$ cat src/rtl/mc_row_burst_splitter.sv
// mc_row_burst_splitter: splits AXI bursts into row-bounded, length-capped sub-commands
module mc_row_burst_splitter #(
  parameter int AXI_ADDR_WIDTH = 20,
  parameter int AXI_LEN_WIDTH = 6,
  parameter int AXI_RADDR_WIDTH = 14,
  localparam int AXI_CADDR_WIDTH = AXI_ADDR_WIDTH - AXI_RADDR_WIDTH,
  parameter int MAX_SUB_BEATS = 64
) (
  input  logic                       clk,
  input  logic                       rst_n,
  input  logic                       cmd_valid,
  output logic                       cmd_ready,
  input  logic                       cmd_wr,
  input  logic [AXI_ADDR_WIDTH-1:0]  cmd_addr,
  input  logic [AXI_LEN_WIDTH-1:0]   cmd_len,
  input  logic                       hold,
  output logic                       sub_valid,
  input  logic                       sub_ready,
  output logic                       sub_wr,
  output logic [AXI_RADDR_WIDTH-1:0] sub_raddr,
  output logic [AXI_CADDR_WIDTH-1:0] sub_caddr,
  output logic [AXI_LEN_WIDTH-1:0]   sub_len,
  output logic                       sub_first,
  output logic                       sub_last,
  output logic                       busy
);
  localparam int CW = AXI_CADDR_WIDTH;
  localparam int RW = AXI_RADDR_WIDTH;
  localparam int LW = AXI_LEN_WIDTH;
  localparam int RMW = LW + 1;
  localparam int NW = (LW > CW ? LW : CW) + 1;
  localparam logic [NW-1:0] CAP = (MAX_SUB_BEATS >= (1 << NW) - 1) ? '1 : NW'(MAX_SUB_BEATS);
  typedef enum logic [1:0] {IDLE, ISSUE, WAIT} state_t;
  state_t state_q, state_d;
  logic [RW-1:0] row_q, row_d, sub_raddr_q, sub_raddr_d;
  logic [CW-1:0] col_q, col_d, sub_caddr_q, sub_caddr_d;
  logic [RMW-1:0] rem_q, rem_d;
  logic [NW-1:0] chunk_q, chunk_d, rem_w, room, chunk;
  logic [CW:0] col_sum;
  logic [LW-1:0] sub_len_q, sub_len_d;
  logic wr_q, wr_d, first_q, first_d;
  logic sub_valid_q, sub_valid_d, sub_wr_q, sub_wr_d;
  logic sub_first_q, sub_first_d, sub_last_q, sub_last_d;
  logic cmd_ready_q, cmd_ready_d;
  // chunk size for the next sub-command and column advance for the pending one
  always_comb begin
    rem_w = NW'(rem_q);
    room = (NW'(1) << CW) - NW'(col_q);
    chunk = rem_w < room ? rem_w : room;
    chunk = chunk < CAP ? chunk : CAP;
    col_sum = {1'b0, col_q} + chunk_q[CW:0];
  end
  // next-state and next-output computation for the IDLE/ISSUE/WAIT sequencer
  always_comb begin
    state_d = state_q;
    row_d = row_q;
    col_d = col_q;
    rem_d = rem_q;
    wr_d = wr_q;
    first_d = first_q;
    chunk_d = chunk_q;
    sub_valid_d = sub_valid_q;
    sub_wr_d = sub_wr_q;
    sub_raddr_d = sub_raddr_q;
    sub_caddr_d = sub_caddr_q;
    sub_len_d = sub_len_q;
    sub_first_d = sub_first_q;
    sub_last_d = sub_last_q;
    if (state_q == IDLE && cmd_valid) begin
      state_d = ISSUE;
      row_d = cmd_addr[AXI_ADDR_WIDTH-1:CW];
      col_d = cmd_addr[CW-1:0];
      rem_d = RMW'(cmd_len) + RMW'(1);
      wr_d = cmd_wr;
      first_d = 1'b1;
    end else if (state_q == ISSUE && !hold) begin
      state_d = WAIT;
      chunk_d = chunk;
      sub_valid_d = 1'b1;
      sub_wr_d = wr_q;
      sub_raddr_d = row_q;
      sub_caddr_d = col_q;
      sub_len_d = LW'(chunk - NW'(1));
      sub_first_d = first_q;
      sub_last_d = chunk == rem_w;
    end else if (state_q == WAIT && sub_ready) begin
      state_d = sub_last_q ? IDLE : ISSUE;
      sub_valid_d = 1'b0;
      first_d = 1'b0;
      rem_d = rem_q - RMW'(chunk_q);
      col_d = col_sum[CW-1:0];
      row_d = row_q + RW'(col_sum[CW]);
    end
    cmd_ready_d = state_d == IDLE;
  end
  // state and registered outputs
  always_ff @(posedge clk) begin
    if (!rst_n) begin
      state_q <= IDLE;
      row_q <= '0;
      col_q <= '0;
      rem_q <= '0;
      wr_q <= 1'b0;
      first_q <= 1'b0;
      chunk_q <= '0;
      sub_valid_q <= 1'b0;
      sub_wr_q <= 1'b0;
      sub_raddr_q <= '0;
      sub_caddr_q <= '0;
      sub_len_q <= '0;
      sub_first_q <= 1'b0;
      sub_last_q <= 1'b0;
      cmd_ready_q <= 1'b0;
    end else begin
      state_q <= state_d;
      row_q <= row_d;
      col_q <= col_d;
      rem_q <= rem_d;
      wr_q <= wr_d;
      first_q <= first_d;
      chunk_q <= chunk_d;
      sub_valid_q <= sub_valid_d;
      sub_wr_q <= sub_wr_d;
      sub_raddr_q <= sub_raddr_d;
      sub_caddr_q <= sub_caddr_d;
      sub_len_q <= sub_len_d;
      sub_first_q <= sub_first_d;
      sub_last_q <= sub_last_d;
      cmd_ready_q <= cmd_ready_d;
    end
  end
  assign cmd_ready = cmd_ready_q;
  assign sub_valid = sub_valid_q;
  assign sub_wr = sub_wr_q;
  assign sub_raddr = sub_raddr_q;
  assign sub_caddr = sub_caddr_q;
  assign sub_len = sub_len_q;
  assign sub_first = sub_first_q;
  assign sub_last = sub_last_q;
  assign busy = state_q != IDLE;
endmodule

$ cat config.mk
export PLATFORM = sky130hd
export DESIGN_NAME = mc_row_burst_splitter
export DESIGN_NICKNAME = d
export VERILOG_FILES = /design/src/rtl/mc_row_burst_splitter.sv
export SDC_FILE = /design/constraint.sdc
export NUM_CORES = 1
export LEC_CHECK = 0
export ABC_AREA = 0
export CORE_UTILIZATION = 54
export CTS_CLUSTER_DIAMETER = 80
export DETAILED_ROUTE_END_ITERATION = 10
export PLACE_DENSITY = 0.88
export RECOVER_POWER = 100
export SLEW_MARGIN = 25
export SYNTH_ARGS = -nofsm -noshare
export SYNTH_HDL_FRONTEND = slang
export SYNTH_SLANG_ARGS = --single-unit
export TNS_END_PERCENT = 5
$ cat constraint.sdc
create_clock -name clk -period 3.9 [get_ports clk]
set_input_delay 0.39 -clock clk [delete_from_list [all_inputs] [get_ports clk]]
set_output_delay 0.39 -clock clk [all_outputs]
set_load 0.03 [all_outputs]
### Gate-type map, run 1

The bar under the picture is 20 um long.
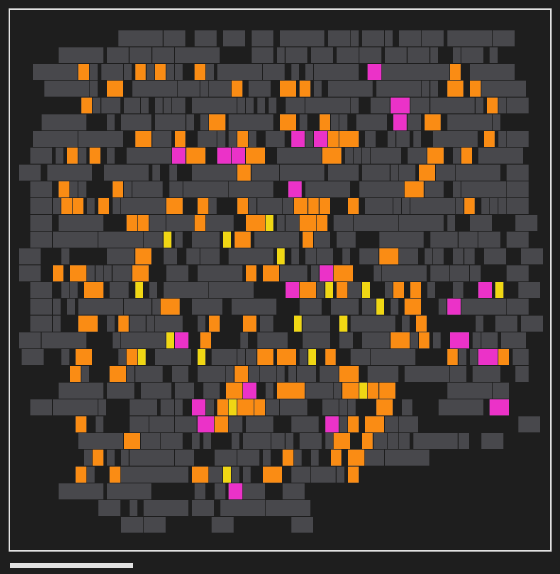
Yellow is inverters, cells 18, where centre. Orange is inverting AOI/OAI gates, cells 113, where spread over the die. Magenta is AND and OR gates, cells 22.
final std cells w/o fill: 654
logic share of the area: 49.0%
commonest non-fill, non-tap cell in the layout: nand2_1

### Floorplan with the power grid, run 1

Pins as bars on the die edge. Tap cells in grey.
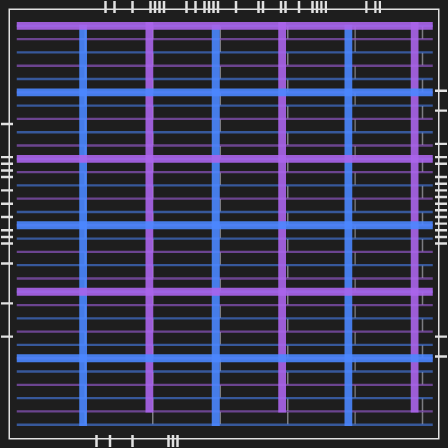
Blue is VSS. Purple is VDD.
31 met1 rails follow the rows. 64 signal pins sit on the boundary. 96 tap cells. 6 straps on met5. 6 straps on met4.
CORE AREA: 6940 um^2
Chip Height: 87.6 um
horizontal die dimension: 87.6 um
peak supply drop: 0.000241 V

==> flow_results.org, run 1 <==
* Implementation run

** Setup path
- The largest single stage delay on the critical path is 390 ps.
- Data on the critical path arrives at its endpoint at 3840 ps.
- Cell with the most instances on the worst path :: ha_1
- The worst setup path is launched from a register.
- The critical path crosses 14 cells after its start point.

** Global routing
- Number of antenna violations at the first check in global routing :: 0
- The number of global-route vias before repair came to about 3500.
- Global routing consumed, over all layers together, ~28% of the routing resources.

** Place
- Port buffer count :: 63
- Logged for this run, the post-placement worst setup slack is 382 ps.
- Post-detailed-placement cell area :: 4640 um^2

** Synthesis
- The cell count after synthesis came out at just over 500.
- Synthesis produced a netlist with a net count of 560.
- Post-synth area from yosys stat :: ~4000 um^2
- Among all cell types in the netlist, the one instantiated most often is nand2_1.

** Drt
- Detailed-route vias per instance :: 5.95
- Before antenna repair, the detailed router went through 7 iterations.

** Cells and area
- The layout has 538 filler cells.
- The repair_antennas step left the layout with diodes totalling 0.
- The final layout report lists a non-clock inverter count of 18.

** Final timing
- Final worst-path cycle share :: 92.3%

** Power
- Switching power share of the total :: 33.2%

** Outcome
- Result of the run :: finished clean
### Placement by cell class, run 1

The bar under the picture is 20 um long.
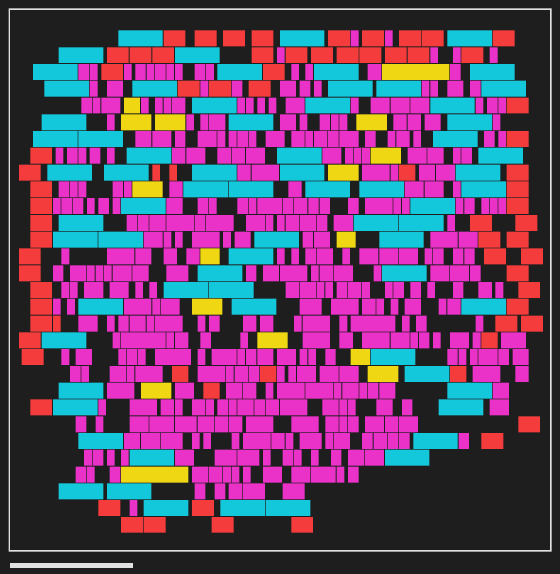
Yellow is clock drivers and dummy loads, cells 16, share of their area 4.9%. Red is other buffers and delay cells, cells 72, share of their area 14%. Cyan is flops, cells 69, share of their area 29%. Magenta is combinational and other logic, cells 401, share of their area 52%.
post-layout instance area: 4870 um^2
Site Rows: 30
core occupancy in the finished layout: 70.2%
proportion of cell area occupied by registers: 28.3%

### The clock network, run 1

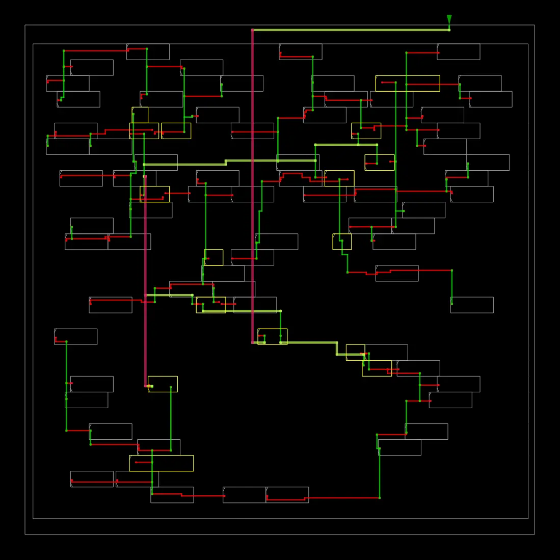
sequential cell count: 69
clkbuf count: 10
clock latency on the worst-skew pair: 350 ps
power in the clock group: 0.671 mW
clock tree skew after final layout: 12.0 ps

### Routed clock nets over the placement, run 1

The bar under the picture is 20 um long.
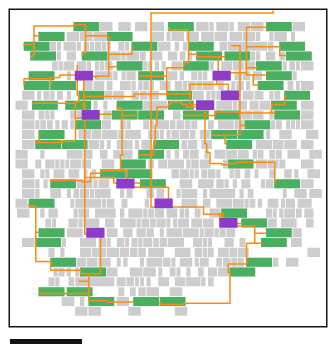

## Run 2: what changed since run 1
CORE_ASPECT_RATIO = 1.25   (was not set)
PLACE_DENSITY = 0.78   (was 0.88)
### Routed clock nets over the placement, run 2

The bar under the picture is 20 um long.
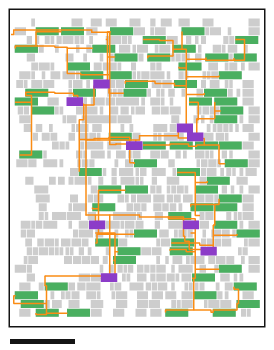
Orange is clock wires, length 890 um. Purple is clock drivers, count 9. Green is flip-flops, count 69.
There are 10 routed clock nets. Position of the flops: spread over the die.
clock share of power: 29.9%
clock tree skew after final layout: 15.1 ps
power in the clock group: 0.595 mW

### Floorplan with the power grid, run 2

Pins as bars on the die edge. Tap cells in grey.
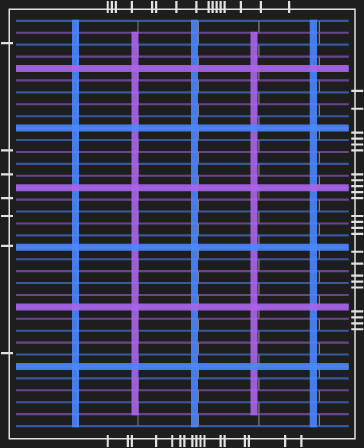
Purple is VDD. Blue is VSS.
6 straps on met5. 90 tap cells. 64 signal pins sit on the boundary. The core has 34 rows. 5 straps on met4.
CORE AREA: 7020 um^2
peak supply drop: 0.000277 V
Chip Height: 97.7 um
horizontal die dimension: 78.5 um

==> run 2 against run 1 <==
Effect of this change:
- synthesized cell count stayed put
- synthesized area stayed put
- the flow now finishes with violations (max-capacitance violations, max-slew violations)
- clock power is 11% lower
- worst setup slack worse by 2.4 ps
- die size about the same
- total power is 3.7% lower
- sequential share of layout area increased by 0.26 points
- wire length rose by 3.0%
- final area shrank 0.92%
- sequential power about the same
- non-clock buffer count is 1 lower
==> flow_results.org, run 2 <==
* Implementation run

** Cells and area
- Antenna Cells :: 0 (unchanged)
- The count of non-CTS inverters in the layout was 18 (unchanged).
- The final-layout clock buffer total was 10 (unchanged).
- The final design utilization was 68.8% (-1.4 points).
- The number of filler cells placed in the layout was 593 (+10%).
- The post-layout instance count excluding filler cells came to 647 (-1.1%).
- Commonest non-fill, non-tap cell in the layout :: nand2_1
- The sequential cell count came to 69 (unchanged).
- Post-layout instance area :: 4830 um^2 (-0.92%)
- Proportion of cell area occupied by registers :: 28.6% (+0.26 points)
- Logic share of the area :: 49.3% (+0.35 points)

** Synthesis
- Ranked by total cell area, the synthesized netlist is headed by dfxtp_1, nand2_1, ha_1.
- Post-synthesis cell type with the largest instance count :: nand2_1
- Post-Synthesis Net Count :: 560 (unchanged)
- The area figure in the yosys stat output was 3950 um^2 (unchanged).

** Clock network
- The latest clock arrival within the worst-skew pair came to 350 ps (about the same).

** Min path
- STA shows the worst min-delay path finishing at sub_raddr[0].

** Floorplan
- The cell row count was 34 (+13%).

** Outcome
- The final reports fail on max-capacitance violations, max-slew violations.
- Result of the run :: finished with violations

** Drt
- Detailed-route vias per instance :: 5.77 (-3.0%)
- The number of iterations in the first detailed-routing pass was 4 (-3).

** Final timing
- The share of the clock period used by the worst path after layout is 92.4% (about the same).
- Final hold analysis gives a worst-case slack of around 450 ps.
- Post-route setup slack :: between 200 and 300 ps
- Setup-failing EPs final :: 0
- Final Max Tran Viols :: 54

** Global routing
- Number of global-route vias before repair :: 3640 (+3.7%)
- The number of antenna violations at the first check in global routing came to 0 (unchanged).
- GRT Resource Usage Total :: 28.9% (+0.81 points)

** Place
- The number of buffer cells added on primary ports is 63 (unchanged).
- The total placed instance area came to 4650 um^2 (+0.11%).
- The pre-CTS worst setup slack was 305 ps (-77.3 ps).

** Setup path
- Per STA, the library cell used most along the worst path is ha_1.
- Type of element launching the critical path :: register
- Largest stage delay on the critical path :: 380 ps (about the same)
- The critical path data arrival time came to 3850 ps (about the same).
- In this run the worst setup path terminates at sub_len[4].

** Power
- The switching power share of the total was 34.4% (+1.2 points).

** Flow run
- Max cap viols :: 1
### Placement by cell class, run 2

The bar under the picture is 20 um long.
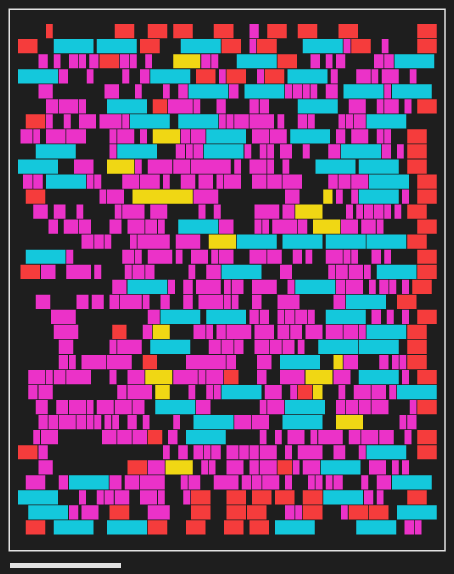

## Run 3: what changed since run 2
HOLD_SLACK_MARGIN = 0.15   (was not set)
PLACE_DENSITY = 0.81   (was 0.78)
### Placement by cell class, run 3

The bar under the picture is 20 um long.
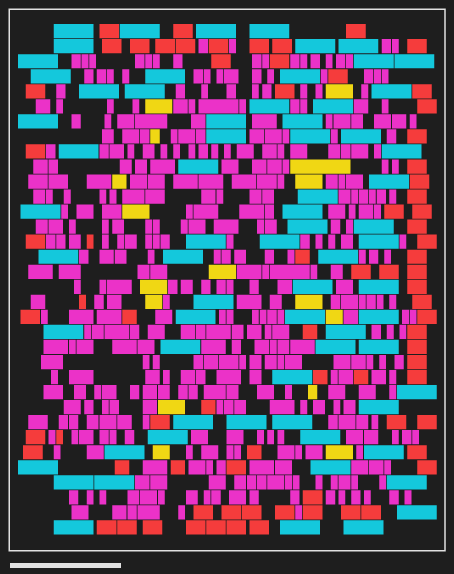
Red is other buffers and delay cells, cells 75, share of their area 15%. Cyan is flops, cells 69, share of their area 29%. Magenta is combinational and other logic, cells 401, share of their area 52%. Yellow is clock drivers and dummy loads, cells 16, share of their area 4.2%.
post-layout instance area: 4850 um^2
Site Rows: 34
proportion of cell area occupied by registers: 28.5%

### Routed clock nets over the placement, run 3

The bar under the picture is 20 um long.
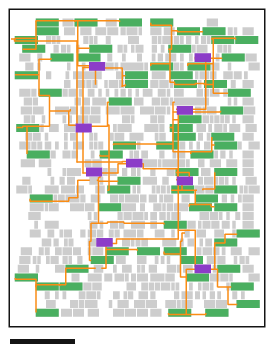
Green is flip-flops, count 69. Purple is clock drivers, count 9. Orange is clock wires, length 917 um.
Position of the flops: spread over the die.
clock tree skew after final layout: 15.0 ps
clock latency on the worst-skew pair: 360 ps
clock share of power: 29.8%
power in the clock group: 0.592 mW

==> run 3 against run 2 <==
Effect of this change:
- the run still ends with max-capacitance violations, max-slew violations left
- utilization rose by 0.30 points
- global-route usage rose by 0.55 points
- critical endpoint unchanged
- critical path type unchanged
- synthesized area did not move
- largest power group unchanged
==> flow_results.org, run 3 <==
* Implementation run

** Setup path
- The most critical setup path has its endpoint at sub_len[4].
- The critical path data arrival time is 3850 ps (about the same).
- Type of element launching the critical path :: register
- The stage delay of the slowest cell on the critical path was 450 ps (+70 ps).

** Place
- The number of buffer cells added on primary ports came to 63 (unchanged).
- Detailed placement ended at an HPWL of 7450 um.
- Post-detailed-placement cell area :: 4660 um^2 (+0.38%)
- The pre-CTS worst setup slack was 340 ps (+35.6 ps).

** Cells and area
- The final design utilization is 69.1% (+0.30 points).
- The post-layout instance count excluding filler cells was 651 (+0.62%).
- The number of filler cells placed in the layout came to 624 (+5.2%).
- Sequential cell count :: 69 (unchanged)
- Clkbuf count :: 9 (-1)
- The count of non-CTS inverters in the layout came to 18 (unchanged).
- Antenna Cells :: 0 (unchanged)
- Counting only logic cells after layout, the most numerous master is nand2_1.

** Final timing
- The count of final setup violators is 0 (unchanged).
- Worst hold slack :: 453 ps (+1.49 ps)
- Final Max Tran Viols :: 58 (+7.4%)

** Min path
- Min-Delay Endpoint :: sub_raddr[7]

** Synthesis
- The most frequently used library cell after synthesis is nand2_1.
- Post-Synthesis Net Count :: 560 (unchanged)
- Top cells by area, synth :: dfxtp_1, nand2_1, ha_1
- The area figure in the yosys stat output came to 3950 um^2 (unchanged).

** Drt
- Detailed-routing iteration count for the pre-antenna-repair pass :: 5 (+1)

** Floorplan
- CORE AREA :: 7020 um^2 (unchanged)
- The die outline height came to 97.7 um (unchanged).
- Horizontal die dimension :: 78.5 um (unchanged)

** Global routing
- The total routing usage reported by global routing was 29.5% (+0.55 points).
- The number of antenna violations at the first check in global routing was 0 (unchanged).

** Outcome
- Violations in the final reports :: max-capacitance violations, max-slew violations
- Result of the run :: finished with violations

** Power
- Peak supply drop :: 0.000204 V (-26%)
- The switching power share of the total is 35.0% (+0.53 points).

** Flow run
- The max-capacitance violation count came to 1 (unchanged).
Power figures rest on the tool's default switching activity, not on a simulated workload.
